class_map.png
Bar = 20 µm.
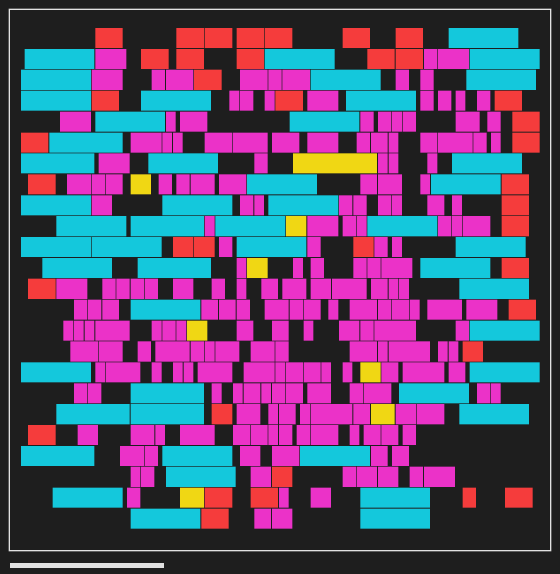
clock_nets.png
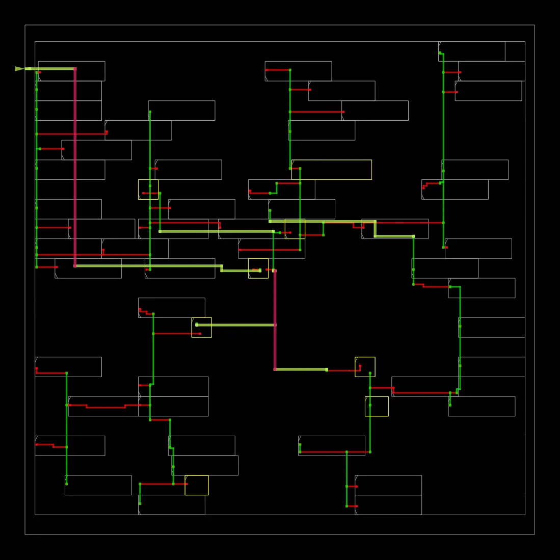
floorplan.png
Pins as bars on the die edge. Tap cells in grey.
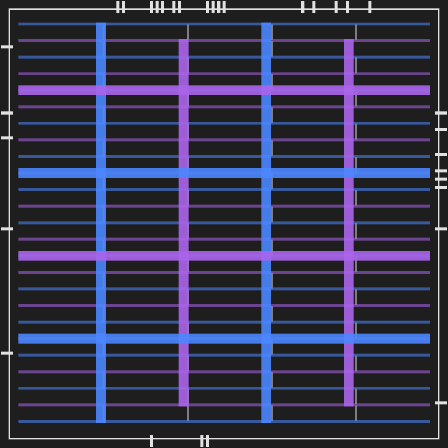
--- src/rtl/jml_i2c_sync_target.sv ---
// System-clock I2C target: filtered SCL/SDA, START/STOP decode, register-bus bridge
// with auto-increment, FIFO hold window and read/write strobes.

module jml_i2c_sync_target_filt #(
  parameter int SYNC_STAGES = 2,
  parameter int FILT_LEN    = 3
) (
  input  logic clk,
  input  logic reset_n,
  input  logic din,
  output logic dout
);
  localparam int CW = (FILT_LEN > 1) ? $clog2(FILT_LEN) : 1;

  logic [SYNC_STAGES-1:0] sync;
  logic [CW-1:0]          run;

  // run counts consecutive synced samples that disagree with dout
  always_ff @(posedge clk or negedge reset_n) begin
    if (!reset_n) begin
      sync <= '1;
      run  <= '0;
      dout <= 1'b1;
    end else begin
      sync <= {sync[SYNC_STAGES-2:0], din};
      if (sync[SYNC_STAGES-1] == dout) begin
        run <= '0;
      end else if (run == CW'(FILT_LEN - 1)) begin
        dout <= sync[SYNC_STAGES-1];
        run  <= '0;
      end else begin
        run <= run + CW'(1);
      end
    end
  end
endmodule

module jml_i2c_sync_target #(
  parameter logic [6:0] MYI2C_ADDR  = 7'h10,
  parameter int         ADDR_W      = 6,
  parameter int         SYNC_STAGES = 2,
  parameter int         FILT_LEN    = 3,
  parameter bit         HOLD_EN     = 1'b1,
  parameter logic [1:0] HOLD_TOP    = 2'b11
) (
  input  logic              clk,
  input  logic              reset_n,
  input  logic              scl_in,
  input  logic              sda_in,
  output logic              sda_drv_lo,
  output logic [ADDR_W-1:0] addr,
  output logic              read,
  output logic              write,
  output logic [7:0]        write_data,
  input  logic [7:0]        read_data,
  output logic              rd_pop,
  output logic              hold_rd_reset,
  output logic              busy
);
  typedef enum logic [3:0] {
    S_IDLE, S_ADDR, S_ADDR_ACK, S_REG, S_REG_ACK,
    S_WDATA, S_WDATA_ACK, S_RDATA, S_RDATA_ACK, S_WAIT
  } state_t;

  state_t     state;
  logic [1:0] line_raw, line_f;
  logic       scl_f, sda_f, scl_q, sda_q;
  logic       scl_rise, scl_fall, start_det, stop_det, in_hold;
  logic [2:0] bit_cnt;
  logic [6:0] shreg;
  logic [7:0] rx_byte;
  logic       rw, slot, first_wr, mack;

  assign line_raw = {sda_in, scl_in};

  for (genvar i = 0; i < 2; i++) begin : g_line
    jml_i2c_sync_target_filt #(
      .SYNC_STAGES(SYNC_STAGES),
      .FILT_LEN   (FILT_LEN)
    ) u_filt (
      .clk    (clk),
      .reset_n(reset_n),
      .din    (line_raw[i]),
      .dout   (line_f[i])
    );
  end

  assign scl_f     = line_f[0];
  assign sda_f     = line_f[1];
  assign scl_rise  = scl_f & ~scl_q;
  assign scl_fall  = ~scl_f & scl_q;
  assign start_det = scl_f & scl_q & sda_q & ~sda_f;
  assign stop_det  = scl_f & scl_q & ~sda_q & sda_f;
  assign rx_byte   = {shreg, sda_f};
  assign in_hold   = HOLD_EN && (addr[ADDR_W-1 -: 2] == HOLD_TOP);

  // slot: 0 before the rise inside an ACK slot, 1 after it (next fall ends the slot)
  always_ff @(posedge clk or negedge reset_n) begin
    if (!reset_n) begin
      state         <= S_IDLE;
      scl_q         <= 1'b1;
      sda_q         <= 1'b1;
      bit_cnt       <= '0;
      shreg         <= '0;
      rw            <= 1'b0;
      slot          <= 1'b0;
      first_wr      <= 1'b0;
      mack          <= 1'b0;
      sda_drv_lo    <= 1'b0;
      addr          <= '0;
      read          <= 1'b0;
      write         <= 1'b0;
      write_data    <= '0;
      rd_pop        <= 1'b0;
      hold_rd_reset <= 1'b0;
      busy          <= 1'b0;
    end else begin
      scl_q         <= scl_f;
      sda_q         <= sda_f;
      read          <= 1'b0;
      write         <= 1'b0;
      rd_pop        <= 1'b0;
      hold_rd_reset <= 1'b0;
      if (start_det) begin
        state      <= S_ADDR;
        bit_cnt    <= '0;
        slot       <= 1'b0;
        sda_drv_lo <= 1'b0;
        busy       <= 1'b1;
      end else if (stop_det) begin
        state      <= S_IDLE;
        sda_drv_lo <= 1'b0;
        busy       <= 1'b0;
      end else if (read) begin
        // read_data is valid in the strobe cycle: load shifter, present MSB
        shreg      <= read_data[6:0];
        sda_drv_lo <= ~read_data[7];
      end else if (scl_rise) begin
        case (state)
          S_ADDR, S_REG, S_WDATA: begin
            shreg   <= rx_byte[6:0];
            bit_cnt <= bit_cnt + 3'd1;
            if (bit_cnt == 3'd7) begin
              slot <= 1'b0;
              if (state == S_ADDR) begin
                if (rx_byte[7:1] == MYI2C_ADDR) begin
                  state <= S_ADDR_ACK;
                  rw    <= rx_byte[0];
                end else begin
                  state <= S_IDLE;
                  busy  <= 1'b0;
                end
              end else if (state == S_REG) begin
                addr          <= rx_byte[ADDR_W-1:0];
                hold_rd_reset <= HOLD_EN && (rx_byte[ADDR_W-1 -: 2] == HOLD_TOP);
                first_wr      <= 1'b1;
                state         <= S_REG_ACK;
              end else begin
                write_data <= rx_byte;
                write      <= 1'b1;
                first_wr   <= 1'b0;
                if (!first_wr && !in_hold) addr <= addr + ADDR_W'(1);
                state      <= S_WDATA_ACK;
              end
            end
          end
          S_RDATA: begin
            bit_cnt <= bit_cnt + 3'd1;
            if (bit_cnt == 3'd7) begin
              state <= S_RDATA_ACK;
              slot  <= 1'b0;
            end
          end
          S_ADDR_ACK, S_REG_ACK, S_WDATA_ACK: slot <= 1'b1;
          S_RDATA_ACK: begin
            slot <= 1'b1;
            mack <= ~sda_f;
            if (!sda_f) begin
              if (in_hold) rd_pop <= 1'b1;
              else         addr   <= addr + ADDR_W'(1);
            end
          end
          default: ;
        endcase
      end else if (scl_fall) begin
        case (state)
          S_ADDR_ACK, S_REG_ACK, S_WDATA_ACK: begin
            if (!slot) begin
              sda_drv_lo <= 1'b1;
            end else begin
              sda_drv_lo <= 1'b0;
              bit_cnt    <= '0;
              if (state == S_ADDR_ACK && rw) begin
                state <= S_RDATA;
                read  <= 1'b1;
              end else if (state == S_ADDR_ACK) begin
                state <= S_REG;
              end else begin
                state <= S_WDATA;
              end
            end
          end
          S_RDATA: begin
            sda_drv_lo <= ~shreg[6];
            shreg      <= {shreg[5:0], 1'b0};
          end
          S_RDATA_ACK: begin
            if (!slot) begin
              sda_drv_lo <= 1'b0;
            end else if (mack) begin
              state   <= S_RDATA;
              read    <= 1'b1;
              bit_cnt <= '0;
            end else begin
              state <= S_WAIT;
            end
          end
          default: ;
        endcase
      end
    end
  end
endmodule

--- config.mk ---
export PLATFORM = sky130hd
export DESIGN_NAME = jml_i2c_sync_target
export DESIGN_NICKNAME = d
export VERILOG_FILES = /design/src/rtl/jml_i2c_sync_target.sv
export SDC_FILE = /design/constraint.sdc
export NUM_CORES = 1
export LEC_CHECK = 0
export CAP_MARGIN = 15
export CORE_UTILIZATION = 58
export CTS_BUF_LIST = sky130_fd_sc_hd__clkbuf_4
export CTS_CLUSTER_DIAMETER = 120
export DETAILED_ROUTE_END_ITERATION = 12
export PLACE_DENSITY = 0.78
export SYNTH_ARGS = -nofsm -noshare
export SYNTH_HDL_FRONTEND = slang
export SYNTH_SLANG_ARGS = --single-unit
--- constraint.sdc ---
create_clock -name clk -period 2.5 [get_ports clk]
set_input_delay 0.25 -clock clk [delete_from_list [all_inputs] [get_ports clk]]
set_output_delay 0.25 -clock clk [all_outputs]
set_load 0.01 [all_outputs]
==> out/results.tsv <==
stage	metric	value	unit
status	status	completed	
yosys	yosys_warnings	0	
global_route	grt_start_max_net_pins	31	
yosys	ff_type	dfrtp_1	
clock_tree	cts_tree	built	
placement	placed_cells	350	
route	vias	2199	
worst_setup_path	end_kind	flip-flop	
yosys	ys_seq_elements	50	
pwr	seqPwrFrac	0.433	
yosys	syn_inst	275	
yosys	syn-cell-area	2710	µm²
pwr	switchingPower	1.22	mW
placement	place_area	3050	µm²
global_route	grt_pass1_vias	2042	
final_layout	layout_top_cells	dfrtp_1 (42), clkdlybuf4s50_1 (30), a21oi_1 (29)	
sta	fin_crit_sh	0.862	
sta	finalClockSkew	0.0128	ns
final_layout	lay_top_count	dfrtp_1	
global_route	grt_pass1_wl	9650	µm
sta	worstMarginPinSlew	0.580	ns
sta	hold_ws	0.274	ns
clock_tree	clkLatencyLatePin	0.37	ns
final_layout	fin_nets	324	
sta	hold_viol	0	
pwr	pwr-share-clk	0.162	
clock_tree	clk_path_buf_depth	2	
worst_setup_path	startpoint	scl_q$_DFF_PN1_	
pwr	power-top-group	sequential cells	
route	drt-initial-drc-count	237	
worst_setup_path	cpPeakStageDelay	0.57	ns
sta	maxClockFrequency	0.464	GHz
sta	layout_setup_ws	0.345	ns
pwr	p_int	1.79	mW
floorplanning	rows	24	
global_route	grt_antenna_before_repair	0	
yosys	edf_count	0	
clock_tree	postCtsSetupRepairBufs	0	
worst_setup_path	rr_worst_depth	6	
yosys	synthTopLogicFamily	simple AND/OR/NAND/NOR gates	
sta	period_minus_slack	2.16	ns
yosys	aoi_share	0.157	
pwr	total_power	3.01	mW
clock_tree	post_cts_resized	0	
yosys	synth_cell_types	58	
sta	tns	0	ns
clock_tree	cts_root_buffer	clkbuf_4	
floorplanning	initCoreUtil	0.613	
placement	port-buffer-count	31	
clock_tree	h-tree-depth	2	
flow_run	log.warning_count	28	
yosys	mux_share	0.0846	
route	wl_per_cell	15.7	µm
worst_setup_path	regToRegStartpoint	scl_q$_DFF_PN1_	
sta	finalSetupViolCount	0	
yosys	syn_area_per_cell	9.84	µm²
global_route	grt_usage	0.245	
pwr	powerClk	488	µW
worst_setup_path	cp-start-kind	flip-flop	
pwr	combPwrFrac	0.405	
worst_setup_path	worstPathRequired	2.77	ns
pwr	swShare	0.405	
route	via_per_inst	6.13	
worst_setup_path	crit_slowest_cell	dfstp_2	
route	remaining_drc_errors	0	
placement	gp_congestion	0.890	
pwr	pg_seq	1.30	mW
global_route	use_met3	0.0519	
placement	place_hpwl	4050	µm
floorplanning	ioPinCount	32	
pwr	comb-power	1.22	mW
worst_setup_path	critPathKind	reg2reg	
route	routed_wl	5650	µm
sta	rsz0062_at_grt	false	
worst_setup_path	worstPathMaxFanout	4	
final_layout	fin_cells	359	
worst_setup_path	cp.arrival	2.43	ns
floorplanning	dieArea	4940	µm²
yosys	synthArstFlopShare	1.00	
final_layout	drive_above_1_share	0.124	
worst_hold_path	whs_path_depth	1	
global_route	grt_overflow	0	
final_layout	area_delta_synth_final	16.2	%
worst_setup_path	timing.rr.end	state[3]$_DFFE_PN0P_	
yosys	ys_sh_xor	0.0130	
placement	dp_slack	0.370	ns
Back to the opening pictures, class_map.png:
registers: in cyan, cells 50. clock drivers and dummy loads: in yellow, cells 8. remaining logic cells: in magenta, cells 211. remaining buffers and delay cells: in red, cells 38.
design area: 3140 µm²
Floorplan Core Area: 4410 µm²
flip-flop and latch share of the layout cell area: 0.401

Back to the opening pictures, clock_nets.png:
clock buf count: 5
total clock sinks: 50
Num CTS Buffers: 5

Back to the opening pictures, floorplan.png:
VDD: in purple. VSS: in blue.
32 signal pins sit on the boundary. 52 tap cells. 4 straps on met4.
chip width: 70.3 µm
Die Height: 70.3 µm
maximum VDD drop: 0.557 mV

## sequential cells by signal, indices dropped and copies added, names as in the netlist, 2 cells and up
signal,count
write_data,8
shreg,7
g_line.u_filt.sync,4
state,4
g_line.u_filt.dout,2
g_line.u_filt.run,4
bit_cnt,3
addr,6
## how the worst max path moves through the flow
stage                                       to  slack (ns)  cells past startpoint
final                     state[3]$_DFFE_PN0P_        0.34                      6
after detailed placement  state[3]$_DFFE_PN0P_        0.37                      6
after floorplan           state[3]$_DFFE_PN0P_        0.48                      6
after global placement    state[3]$_DFFE_PN0P_        0.42                      6
after global routing      shreg[0]$_DFFE_PN0P_        0.14                      8
after CTS                 state[3]$_DFFE_PN0P_        0.35                      6
## area by class of cell
class,instances,area [µm²]
clock buffers,5,37.5
clock inverters,3,47.5
fillers,344,1270
inverters,8,30.0
multi-input cells,203,1340
flip-flops and latches,50,1260
well taps,52,65.1
repair buffers,38,360
## logic make-up after synthesis
family	count (synthesis)
and+or+nand+nor	104
DFF	50
xor gates and xnor gates	4
adders and majority gates	6
muxes	21
AOI/OAI and AO/OA	68
buffers and inverters	22
## metal layers
layer,up-vias,part of all wire
met1,1079,0.47
li1,1055,-
met3,7,0.044
met2,58,0.48
met5,-,0
met4,0,0.010
## Yosys cell counts (5+ instances only)
master | n | area (µm²)
dfrtp_1 | 42 | 1050
a21oi_1 | 29 | 145
nor2_1 | 26 | 97.6
nand2_1 | 21 | 78.8
nand3_1 | 13 | 65.1
mux2_1 | 9 | 101
mux2i_1 | 9 | 90.1
dfstp_2 | 8 | 210
inv_1 | 8 | 30.0
nor2b_1 | 7 | 43.8
nor3_1 | 7 | 35.0
o21ai_0 | 7 | 35.0
buf_2 | 6 | 30.0
ha_1 | 6 | 75.1
a31oi_1 | 5 | 31.3
clkbuf_1 | 5 | 18.8
No activity file was given, so power comes from the tool's default toggle rates.
